==> run_1/pins.png <==
Pins as bars across the die edge, other pins in grey.
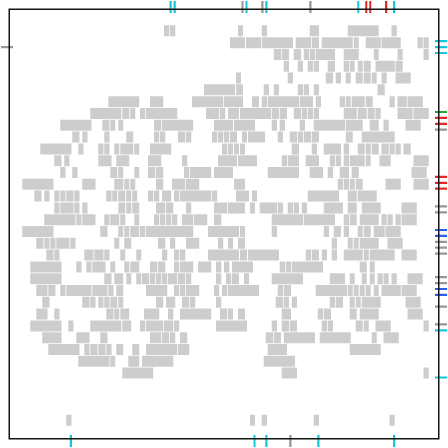
==> run_1/port_nets.png <==
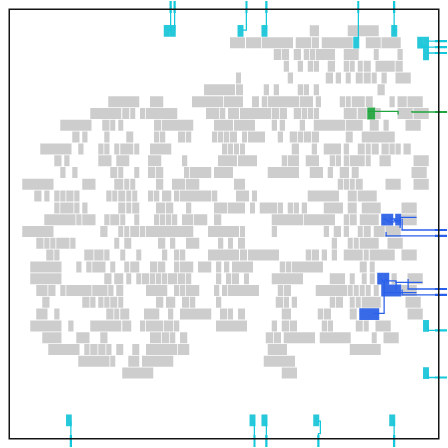
==> run_1/final_placement.png <==
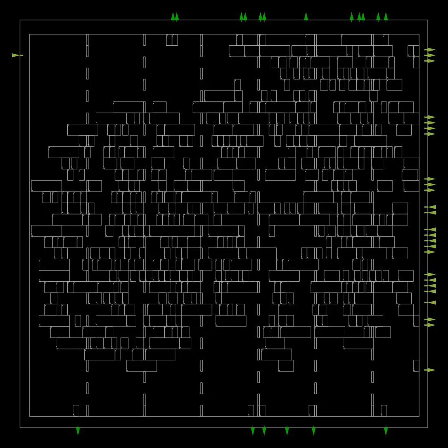
===== config.mk =====
export PLATFORM = sky130hd
export DESIGN_NAME = shot_resolver
export DESIGN_NICKNAME = d
export VERILOG_FILES = /design/src/rtl/shot_resolver_pkg.sv /design/src/rtl/shot_resolver_rise_detect.sv /design/src/rtl/shot_resolver.sv
export SDC_FILE = /design/constraint.sdc
export NUM_CORES = 1
export LEC_CHECK = 0
export ABC_AREA = 1
export ABC_CLOCK_PERIOD_IN_PS = 7000
export CORE_MARGIN = 2
export CORE_UTILIZATION = 35
export CTS_BUF_LIST = sky130_fd_sc_hd__clkbuf_8
export DETAILED_ROUTE_END_ITERATION = 7
export PLACE_DENSITY = 0.6
export SYNTH_ARGS = -nofsm -noshare
export SYNTH_HDL_FRONTEND = slang
export SYNTH_SLANG_ARGS = --single-unit

===== constraint.sdc =====
create_clock -name clk -period 7 [get_ports clk]
set_input_delay 2.1 -clock clk [delete_from_list [all_inputs] [get_ports clk]]
set_output_delay 2.1 -clock clk [all_outputs]
set_load 0.02 [all_outputs]

===== src/rtl/shot_resolver_pkg.sv =====
// ============================================================================
// shot_resolver_pkg
// ----------------------------------------------------------------------------
// Shared definitions for the shot resolver block:
//   - state_t          : resolver FSM state encoding
//   - SHIP_MIN_STATE   : smallest ship_state whose full three-LED body is on
//                        the LED strip (lower values cannot produce a hit)
//   - SHIP_WIDTH       : number of LEDs the spaceship occupies
//   - LED_COUNT        : width of the LED strip / shot column indicator
//   - ship_covers()    : true when a column lies inside the ship body
// ============================================================================
package shot_resolver_pkg;

    typedef enum logic [1:0] {
        ST_IDLE    = 2'd0,
        ST_FLIGHT  = 2'd1,
        ST_RESOLVE = 2'd2,
        ST_OVER    = 2'd3
    } state_t;

    localparam int SHIP_MIN_STATE = 2;
    localparam int SHIP_WIDTH     = 3;
    localparam int LED_COUNT      = 16;

    // The ship spans ship-(SHIP_WIDTH-1) .. ship. Arithmetic is done in int so
    // that ship values below SHIP_MIN_STATE never wrap around to high columns;
    // those values are rejected outright.
    function automatic logic ship_covers(input logic [3:0] ship,
                                         input logic [3:0] col);
        int s;
        int c;
        s = int'({28'd0, ship});
        c = int'({28'd0, col});
        return (s >= SHIP_MIN_STATE) &&
               (c >= s - (SHIP_WIDTH - 1)) &&
               (c <= s);
    endfunction

endpackage : shot_resolver_pkg


===== src/rtl/shot_resolver_rise_detect.sv =====
// ============================================================================
// rise_detect
// ----------------------------------------------------------------------------
// One-bit rising-edge detector. The previous value of the input is held in a
// register; rise_o is high in any cycle where the input is 1 and was 0 in the
// previous cycle. The history register is cleared by reset, so an input that
// is already high when reset is released reports one edge on the first
// post-reset cycle.
//
// Ports:
//   clk     in   system clock
//   rst     in   synchronous active-high reset (clears history to 0)
//   sig_i   in   level input, already synchronised to clk
//   rise_o  out  combinational edge flag (sig_i & ~history)
// ============================================================================
module rise_detect (
    input  logic clk,
    input  logic rst,
    input  logic sig_i,
    output logic rise_o
);

    logic prev_q;

    // NOTE: sequential state is updated with non-blocking assignments so every
    // register samples its inputs from the same pre-edge values.
    always_ff @(posedge clk) begin
        if (rst) begin
            prev_q <= 1'b0;
        end else begin
            prev_q <= sig_i;
        end
    end

    assign rise_o = sig_i & ~prev_q;

endmodule : rise_detect


===== src/rtl/shot_resolver.sv =====
// ============================================================================
// shot_resolver
// ----------------------------------------------------------------------------
// Resolves player shots against a moving three-LED spaceship.
//
// A rising edge on fire in IDLE (with shots remaining) latches the aimed
// column, spends one shot and launches it. The shot is in flight for
// SHOT_CYCLES cycles (busy=1), then spends one RESOLVE cycle in which the
// current ship position is sampled and a one-cycle hit or miss pulse is
// produced. The score register takes the hit on the following edge. The game
// ends (OVER) once the score reaches WIN_SCORE or no shots are left; OVER
// holds until reset.
//
// Parameters:
//   SHOT_CYCLES  clk cycles a shot is in flight (>= 1)
//   MAX_SHOTS    shots per game (1..15)
//   WIN_SCORE    hits needed to win (1..MAX_SHOTS)
//
// Ports:
//   clk         in   1   system clock
//   rst         in   1   synchronous active-high reset
//   ship_state  in   4   leftmost lit LED of the ship (ship covers -2..0)
//   fire        in   1   fire button level, already synchronised
//   aim         in   4   LED column the player targets
//   score       out  8   hits so far (saturates at 255)
//   hit         out  1   one-cycle pulse during RESOLVE on a hit
//   miss        out  1   one-cycle pulse during RESOLVE on a miss
//   shots_left  out  4   remaining shots
//   busy        out  1   high while a shot is in flight
//   game_over   out  1   high in OVER
//   win         out  1   high in OVER when score >= WIN_SCORE
//   shot_led    out  16  shot column indicator
//
// Configuration:
//   SHOT_TRAIL_EN  when defined, shot_led is one-hot at the latched aim column
//                  during FLIGHT and RESOLVE. When undefined, shot_led is tied
//                  to 0 and no trail logic exists.
// ============================================================================
module shot_resolver
    import shot_resolver_pkg::*;
#(
    parameter int SHOT_CYCLES = 25000000,
    parameter int MAX_SHOTS   = 10,
    parameter int WIN_SCORE   = 5
) (
    input  logic                 clk,
    input  logic                 rst,
    input  logic [3:0]           ship_state,
    input  logic                 fire,
    input  logic [3:0]           aim,
    output logic [7:0]           score,
    output logic                 hit,
    output logic                 miss,
    output logic [3:0]           shots_left,
    output logic                 busy,
    output logic                 game_over,
    output logic                 win,
    output logic [LED_COUNT-1:0] shot_led
);

    // Flight counter width; a one-cycle flight still needs a 1-bit counter.
    localparam int              CNT_W      = (SHOT_CYCLES > 1) ? $clog2(SHOT_CYCLES) : 1;
    localparam logic [CNT_W-1:0] CNT_LAST   = CNT_W'(SHOT_CYCLES - 1);
    localparam logic [7:0]       WIN_SCORE_L = 8'(WIN_SCORE);
    localparam logic [3:0]       MAX_SHOTS_L = 4'(MAX_SHOTS);

    state_t           state_q, state_d;
    logic [CNT_W-1:0] cnt_q,   cnt_d;
    logic [3:0]       aim_q,   aim_d;
    logic [7:0]       score_q, score_d;
    logic [3:0]       left_q,  left_d;

    logic fire_rise;
    logic shot_hits;

    rise_detect u_fire_edge (
        .clk    (clk),
        .rst    (rst),
        .sig_i  (fire),
        .rise_o (fire_rise)
    );

    // The ship is sampled live; only the RESOLVE cycle acts on this value.
    assign shot_hits = ship_covers(ship_state, aim_q);

    // ------------------------------------------------------------------------
    // Next-state and output logic
    // ------------------------------------------------------------------------
    always_comb begin
        // NOTE: every signal driven here gets a default first, so no path
        // through the case statement can leave one unassigned and infer a latch.
        state_d = state_q;
        cnt_d   = cnt_q;
        aim_d   = aim_q;
        score_d = score_q;
        left_d  = left_q;
        hit     = 1'b0;
        miss    = 1'b0;
        busy    = 1'b0;

        unique case (state_q)
            ST_IDLE: begin
                // Edges seen in any other state are simply dropped; the edge
                // detector keeps running so nothing is queued for later.
                if (fire_rise && (left_q != 4'd0)) begin
                    aim_d   = aim;
                    left_d  = left_q - 4'd1;
                    cnt_d   = '0;
                    state_d = ST_FLIGHT;
                end
            end

            ST_FLIGHT: begin
                busy = 1'b1;
                if (cnt_q == CNT_LAST) begin
                    state_d = ST_RESOLVE;
                end else begin
                    cnt_d = cnt_q + 1'b1;
                end
            end

            ST_RESOLVE: begin
                if (shot_hits) begin
                    hit = 1'b1;
                    if (score_q != 8'hFF) begin
                        score_d = score_q + 8'd1;
                    end
                end else begin
                    miss = 1'b1;
                end
                // Game-end decision uses the score as it will be after this hit.
                if ((score_d >= WIN_SCORE_L) || (left_q == 4'd0)) begin
                    state_d = ST_OVER;
                end else begin
                    state_d = ST_IDLE;
                end
            end

            ST_OVER: begin
                // Terminal: everything holds until reset.
            end

            default: begin
                state_d = ST_IDLE;
            end
        endcase
    end

    // ------------------------------------------------------------------------
    // State registers; reset also discards any shot that is in flight.
    // ------------------------------------------------------------------------
    always_ff @(posedge clk) begin
        if (rst) begin
            state_q <= ST_IDLE;
            cnt_q   <= '0;
            aim_q   <= 4'd0;
            score_q <= 8'd0;
            left_q  <= MAX_SHOTS_L;
        end else begin
            state_q <= state_d;
            cnt_q   <= cnt_d;
            aim_q   <= aim_d;
            score_q <= score_d;
            left_q  <= left_d;
        end
    end

    // ------------------------------------------------------------------------
    // Registered-state outputs
    // ------------------------------------------------------------------------
    assign score      = score_q;
    assign shots_left = left_q;
    assign game_over  = (state_q == ST_OVER);
    assign win        = (state_q == ST_OVER) && (score_q >= WIN_SCORE_L);

`ifdef SHOT_TRAIL_EN
    logic shot_visible;
    assign shot_visible = (state_q == ST_FLIGHT) || (state_q == ST_RESOLVE);

    always_comb begin
        shot_led = '0;
        if (shot_visible) begin
            shot_led[aim_q] = 1'b1;
        end
    end
`else
    assign shot_led = '0;
`endif

endmodule : shot_resolver


==> out/qor.yml, run 1 <==
logic_synthesis:
  yosys.cell_types.count: 44
  async_reset_ff_frac: 0
  synth.cellmix.adderShare: 0.0758
  yosys_cells: 464
  ys.flops: 44
  synth.cell_area_um2: 3140
  synth.cellmix.simpleShare: 0.327
  synth.mux.area_fraction: 0
critical_path:
  worst-setup-path-type: "in2out"
  crit_arrival_ps: 4530
  reg2reg_from: "cnt_q[0]$_SDFFE_PP0P_"
  r2r_end: "cnt_q[8]$_SDFFE_PP0P_"
  critPathCaptureType: "output port"
  critical_path.top_delay_family: "buffers and inverters"
  cpMaxStageDelayCell: "clkdlybuf4s50_1"
  crit_chain: "clkdlybuf4s50_1, inv_1, ha_1, ha_1, ha_1, nand2_1, nand2_2, nand2_4, nor2_1, clkdlybuf4s50_1"
  cp-start-kind: "input pin"
  worst-path-buf-inv: 3
  slowest_delay_ps: 610
power:
  peakVddDrop_mv: 0.0763
  switching_power_w: 0.000262
  p_seq_frac: 0.399
  clkPwrFrac: 0.290
  power.total_w: 0.000700
  p_int_w: 0.000438
  power_leakage_nw: 1.40
  power_density_nw_per_um2: 198
  comb_power_share: 0.312
placement:
  gp_congestion: 0.914
  dp.cells: 588
finish:
  antennaDiodeCount: 0
  drive_gt1_frac: 0.0656
  num-nets-final: 517
global_route:
  grt-ovfl-total: 0
  grt_pass1_vias: 2879
  track_usage: 0.157
  grt_pass1_wl_um: 12800
outcome:
  outcome: "finished, final reports clean"
final_timing:
  relSlewSlack: 0.652
  worstMarginPinSlew_ps: 518
  post-route-period-util: 0.947
  min_period_ps: 6630
  worst_slack_ps: 369
  whs_ps: 470
clock_network:
  clock_sinks: 44
  cts_tree: "done"
  root_buffer: "clkbuf_8"
  post_cts_buffers: 0
run:
  drv_cap: 0
worst_hold_path:
  hold_class: "reg2reg"
  min_path_cells: 2
route:
  dr.pass1.iters: 4
  avgViaCountPerCell: 4.94
  route.met2.wl_um: 3410
floorplan:
  fp.dieW_um: 98.7
  fp-row-count: 34
  dieArea_um2: 9730
## Picture notes: pins.png
Key: green = miss [pins 1, direction output, edge right]; red = score [pins 8, direction output, edge 5 right, 3 top]; cyan = shot_led [pins 16, direction output, edge 6 top, 5 right, 5 bottom]; blue = ship_state [pins 4, direction input, edge right]
Die Ht: 98.7 um
Port Buffers: 27

## Picture notes: port_nets.png
Key: cyan = shot_led [bits 16, direction output, end cells 16, buffers 0, wire 60.5 um]; blue = ship_state [bits 4, direction input, end cells 7, buffers 4, wire 82.5 um]; green = miss [bits 1, direction output, end cells 1, buffers 1, wire 13.0 um]

## Picture notes: final_placement.png
sequential cell area share: 0.249
Post-Layout Cell Count: 596
Core ar.: 8720 um^2

-- run 1: cell usage after synthesis (4+ instances only) --
cell type	n	area, um^2
nor3_1	13	65.1
nand2_1	99	372
buf_4	17	128
nand2_2	4	25.0
inv_1	55	206
clkbuf_1	6	22.5
nor2_1	51	191
nand3_1	25	125
xor2_1	16	140
o21ai_0	14	70.1
o21ai_1	4	20.0
dfxtp_1	44	881
nand4_1	13	81.3
ha_1	19	238
a21oi_1	37	185
inv_2	4	15.0
-- run 1: per-stage QoR --
step                 util  area (um^2)
floorplan               -         3190
finish              0.406         3540
detailed placement  0.393         3430
global route        0.406         3540
CTS                 0.406         3540
global placement    0.393         3430
-- run 1: placed cells by master (no fill, tap or decap), types with 3 or more instances in the layout --
master           netlist  final
nand2_2                4      4
o21ai_0               14     14
nor2_1                51     51
inv_2                  4      4
nand4_1               13     13
inv_1                 55     55
nand2_1               99     99
conb_1                 1     16
o21ai_1                4      4
dfxtp_1               44     44
xor2_1                16     16
nand3_1               25     25
nor4_1                 3      3
clkinv_1               3      3
clkbuf_8               0      5
a21oi_1               37     37
o21a_1                 3      3
clkdlybuf4s50_1        0     27
ha_1                  19     19
nor2_4                 3      3
nor3_1                13     13
-- run 1: layout make-up --
cell class	count	area [um^2]
Multi-Input combinational cell	346	1900
Fill cell	914	5180
Clock inverter	3	46.3
Sequential cell	44	881
Inverter	62	233
Tap cell	108	135
Clock buffer	5	68.8
Timing Repair Buffer	28	278
-- run 1: sequential cells by signal, indices dropped and copies added (netlist names) --
signal              cells
aim_q                   4
u_fire_edge.prev_q      1
cnt_q                  25
state_q                 2
shots_left              4
score                   8
-- run 1: metal layers --
metal,vias to the layer above,GRT usage
met2,55,0.276
li1,1516,-
met4,0,0.0348
met5,-,0
met1,1368,0.201
met3,7,0.0277
-- run 1: power by group through the flow --
| stage | Sequential, W | Clock, W | Combinational [W] |
|---|---|---|---|
| 6_report | 0.000279 | 0.000203 | 0.000218 |
| 5_1_grt | 0.000281 | 0.000222 | 0.000250 |
| 4_1_cts | 0.000279 | 0.000210 | 0.000221 |
| 3_5_place_dp | 0.000285 | 0 | 0.000220 |
| 3_3_place_gp | 0.000285 | 0 | 0.000213 |
| 2_1_floorplan | 0.000288 | 0 | 0.000173 |
-- run 1: worst max-delay path by stage --
stage | from | endpoint | slack (ps) | cells after the start
after detailed placement | ship_state[1] | hit | 380 | 10
after global placement | ship_state[1] | hit | 450 | 10
final | ship_state[1] | hit | 370 | 10
after CTS | ship_state[1] | hit | 370 | 10
after floorplan | ship_state[1] | hit | 1430 | 8
after global routing | ship_state[1] | hit | 250 | 10
-- run 1: kinds of logic after synthesis --
group	after synthesis
simple gates	221
buf+inv	89
compound gates	72
flops	44
fa+ha+maj	19
xor+xnor	18
other cells	1
-- run 1: worst reg2reg max path, delay by kind of cell, from the launching register on --
kind | cells | cell delay [ps]
AOI/OAI and AO/OA | 3 | 340
adders and majority gates | 1 | 250
buffers and inverters | 2 | 330
DFF | 1 | 370
and+or+nand+nor | 8 | 1020
==> inputs of run 2 (changes only) <==
--- a/config.mk
+++ b/config.mk
@@ -8,10 +8,10 @@
 export ABC_AREA = 1
 export ABC_CLOCK_PERIOD_IN_PS = 7000
 export CORE_MARGIN = 2
-export CORE_UTILIZATION = 35
-export CTS_BUF_LIST = sky130_fd_sc_hd__clkbuf_8
+export CORE_UTILIZATION = 60
+export CTS_BUF_LIST = sky130_fd_sc_hd__clkbuf_4 sky130_fd_sc_hd__clkbuf_8
 export DETAILED_ROUTE_END_ITERATION = 7
-export PLACE_DENSITY = 0.6
+export PLACE_DENSITY = 0.92
 export SYNTH_ARGS = -nofsm -noshare
 export SYNTH_HDL_FRONTEND = slang
 export SYNTH_SLANG_ARGS = --single-unit
==> run 2 against run 1 <==
Register-to-register slack worse by 20 ps; critical path depth unchanged; synthesized area unchanged; largest cell class unchanged; clock skew down 5.4 ps; clock-buffer cell count unchanged; final area down 1.4%; non-clock buffer count unchanged; worst setup slack worse by 24 ps; sequential power about the same.
==> out/qor.yml, run 2 <==
outcome:
  outcome: "finished, final reports clean"
critical_path:
  cpMostUsedCell: "ha_1"
  critical_path.startpoint: "ship_state[1]"
  critPathCaptureType: "output port"
  crit_chain: "clkdlybuf4s50_1, inv_1, ha_1, ha_1, ha_1, nand2_1, nand2_2, nand2_4, nor2_1, clkdlybuf4s50_1"
  slowest_delay_ps: 620  # about the same
  worstPathRequired_ps: 4900
  worst-setup-path-type: "in2out"
  critical_path.top_delay_family: "buffers and inverters"
  cp-start-kind: "input pin"
  crit_arrival_ps: 4550  # +20 ps
  cpMaxStageDelayCell: "clkdlybuf4s50_1"
  worst-path-buf-inv: 3  # unchanged
  reg2reg_from: "cnt_q[0]$_SDFFE_PP0P_"
placement:
  dpl.hpwl_um: 5250
  dp.cells: 550  # -6.5%
  gp_congestion: 0.927  # +1.4%
  port_buffers: 27  # unchanged
logic_synthesis:
  edf_count: 0
  yosys.cell_types.count: 44  # unchanged
  async_reset_ff_frac: 0  # unchanged
  ys.flops: 44  # unchanged
  syn_inst: 464
  yosysTopAreaCell: "dfxtp_1"
  yosys_cells: 464  # unchanged
  synth.area.top_cells: "dfxtp_1 28%, nand2_1 12%, ha_1 7.6%"
  synth.cell_area_um2: 3140  # unchanged
  top_cells_by_count: "99 x nand2_1, 55 x inv_1, 51 x nor2_1"
  synth_top_area_share: 0.281  # unchanged
  synth_area_per_cell_um2: 6.76
  post-synth-top-count-cell: "nand2_1"
clock_network:
  cts_buffer_depth: 2
  numCtsBuffers: 5
  post_cts_buffers: 0  # unchanged
  clock_sinks: 44  # unchanged
  cts_resized: 0
  cts_tree: "done"
  hold_buffers: 0
  root_buffer: "clkbuf_8"
finish:
  combGateArea_um2: 1900  # unchanged
  drive_gt1_frac: 0.0656  # unchanged
  filler_cell_count: 459  # -50%
  flop_area_um2: 881  # unchanged
  num-nets-final: 517  # unchanged
  syn_to_final_growth_pct: 11.4
  antennaDiodeCount: 0  # unchanged
  layout_top_cell: "nand2_1"
  final_cell_mix: "99 x nand2_1, 55 x inv_1, 51 x nor2_1, 44 x dfxtp_1, 37 x a21oi_1"
  fin_cells: 558  # -6.4%
  regMostFlops: "cnt_q"
  largest_register_ffs: 25  # unchanged
power:
  power_density_nw_per_um2: 198  # +0.32%
  peakVddDrop_mv: 0.130  # +70%
  power_leakage_nw: 1.40  # about the same
floorplan:
  fp.dieH_um: 76.3  # -23%
  fp-row-count: 26  # -24%
  fp_util: 0.618
  core-area_um2: 5070  # -42%
  dieArea_um2: 5820  # -40%
  ioPinCount: 44
  fp.dieW_um: 76.3  # -23%
run:
  drv_cap: 0  # unchanged
worst_hold_path:
  hold_start: "aim_q[0]$_SDFFE_PP0P_"
  hold_class: "reg2reg"
global_route:
  track_usage: 0.245  # +0.0880
  grt_pass1_wl_um: 12000  # -6.3%
  grt_pass1_vias: 2769  # -3.8%
  grt-ovfl-total: 0  # unchanged
final_timing:
  clock.fmax_mhz: 150
  whs_ps: 480  # +9.80 ps
  worstMarginPinSlew_ps: 543  # +24.4 ps
  relSlewSlack: 0.636  # -0.0164
  rsz0062_at_grt: "false"
  tns_ps: 0
  min_period_ps: 6650  # +23.9 ps
  post-route-period-util: 0.951  # +0.00341
  clock_skew_ps: 8.33
  setup_viol: 0
route:
  avgViaCountPerCell: 5.34  # +8.0%
  dr.pass1.iters: 5  # +1
==> run 2: cell counts after synthesis <==
No cell type changed its count.
==> run 2: final cells by class <==
type,instances,area share
clock inverter,3,0.0122
sequential,44,0.252
timing repair buffer,28,0.0795
tap,70,0.0251
multi-input combinational,346,0.545
inverter,62,0.0666
clock buffer,5,0.0197
==> run 2: worst min-delay path, cell delays in order (launching register included) <==
cell	delay, ps
dfxtp_1	310
inv_1	70
a21oi_1	60
==> run 2: worst paths after layout <==
path,endpoint,depth (start not counted)
hold / removal,aim_q[0]$_SDFFE_PP0P_,2
hold reg to reg,aim_q[0]$_SDFFE_PP0P_,2
setup / recovery,hit,10
setup reg to reg,cnt_q[8]$_SDFFE_PP0P_,14
==> run 2: per-layer routing <==
layer / track usage / vias to the layer above / part of all wire
met3: 0.0367 / 10 / 0.049
met2: 0.446 / 94 / 0.52
met4: 0.0818 / 0 / 0.012
met1: 0.293 / 1353 / 0.42
li1: - / 1522 / -
met5: 0 / - / 0
==> run 2: cell families (layout without fill, tap and decap cells) <==
family                   after synthesis  after routing  share of synthesized area
AND-OR/OR-AND                         72             72                      0.134
buffers and inverters                 89             98                      0.130
adder cells (fa/ha/maj)               19             19                     0.0758
AND/OR/NAND/NOR                      221            221                      0.327
flip-flops                            44             44                      0.281
other                                  1             16                    0.00120
XOR/XNOR                              18             18                     0.0503
==> run 2: report_power, final <==
part	internal [W]	switching, W
clock network	0.000106	0.0000888
logic	0.0000655	0.000152
registers	0.000265	0.0000152
total	0.000436	0.000256
==> run 2: through the flow <==
step	power, W	area, um^2	setup slack [ps]
final	0.000692	3490	345
after global routing	0.000735	3490	207
after CTS	0.000699	3490	335
after detailed placement	0.000504	3380	335
after global placement	0.000493	3380	468
after floorplan	0.000461	3190	1430
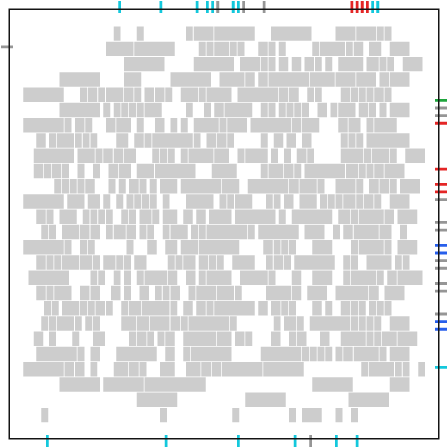
(run_2/pins.png)
Pins as bars across the die edge, other pins in grey.
Key: cyan = shot_led [pins 16, direction output, edge 9 top, 6 bottom, 1 right]; green = miss [pins 1, direction output, edge right]; blue = ship_state [pins 4, direction input, edge right]; red = score [pins 8, direction output, edge 4 top, 4 right]
All pins by edge: 20 right, 16 top, 7 bottom, 1 left.

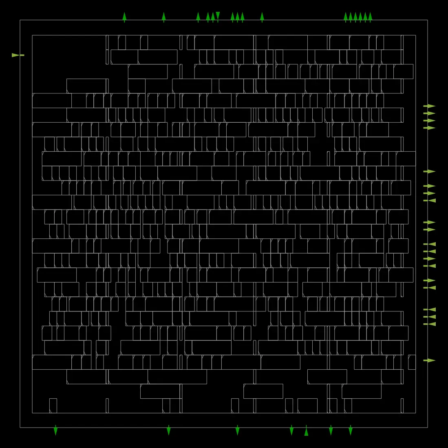
(run_2/final_placement.png)
n_taps: 70
Core Util, Final: 0.688

No activity file was given, so power comes from the tool's default toggle rates.
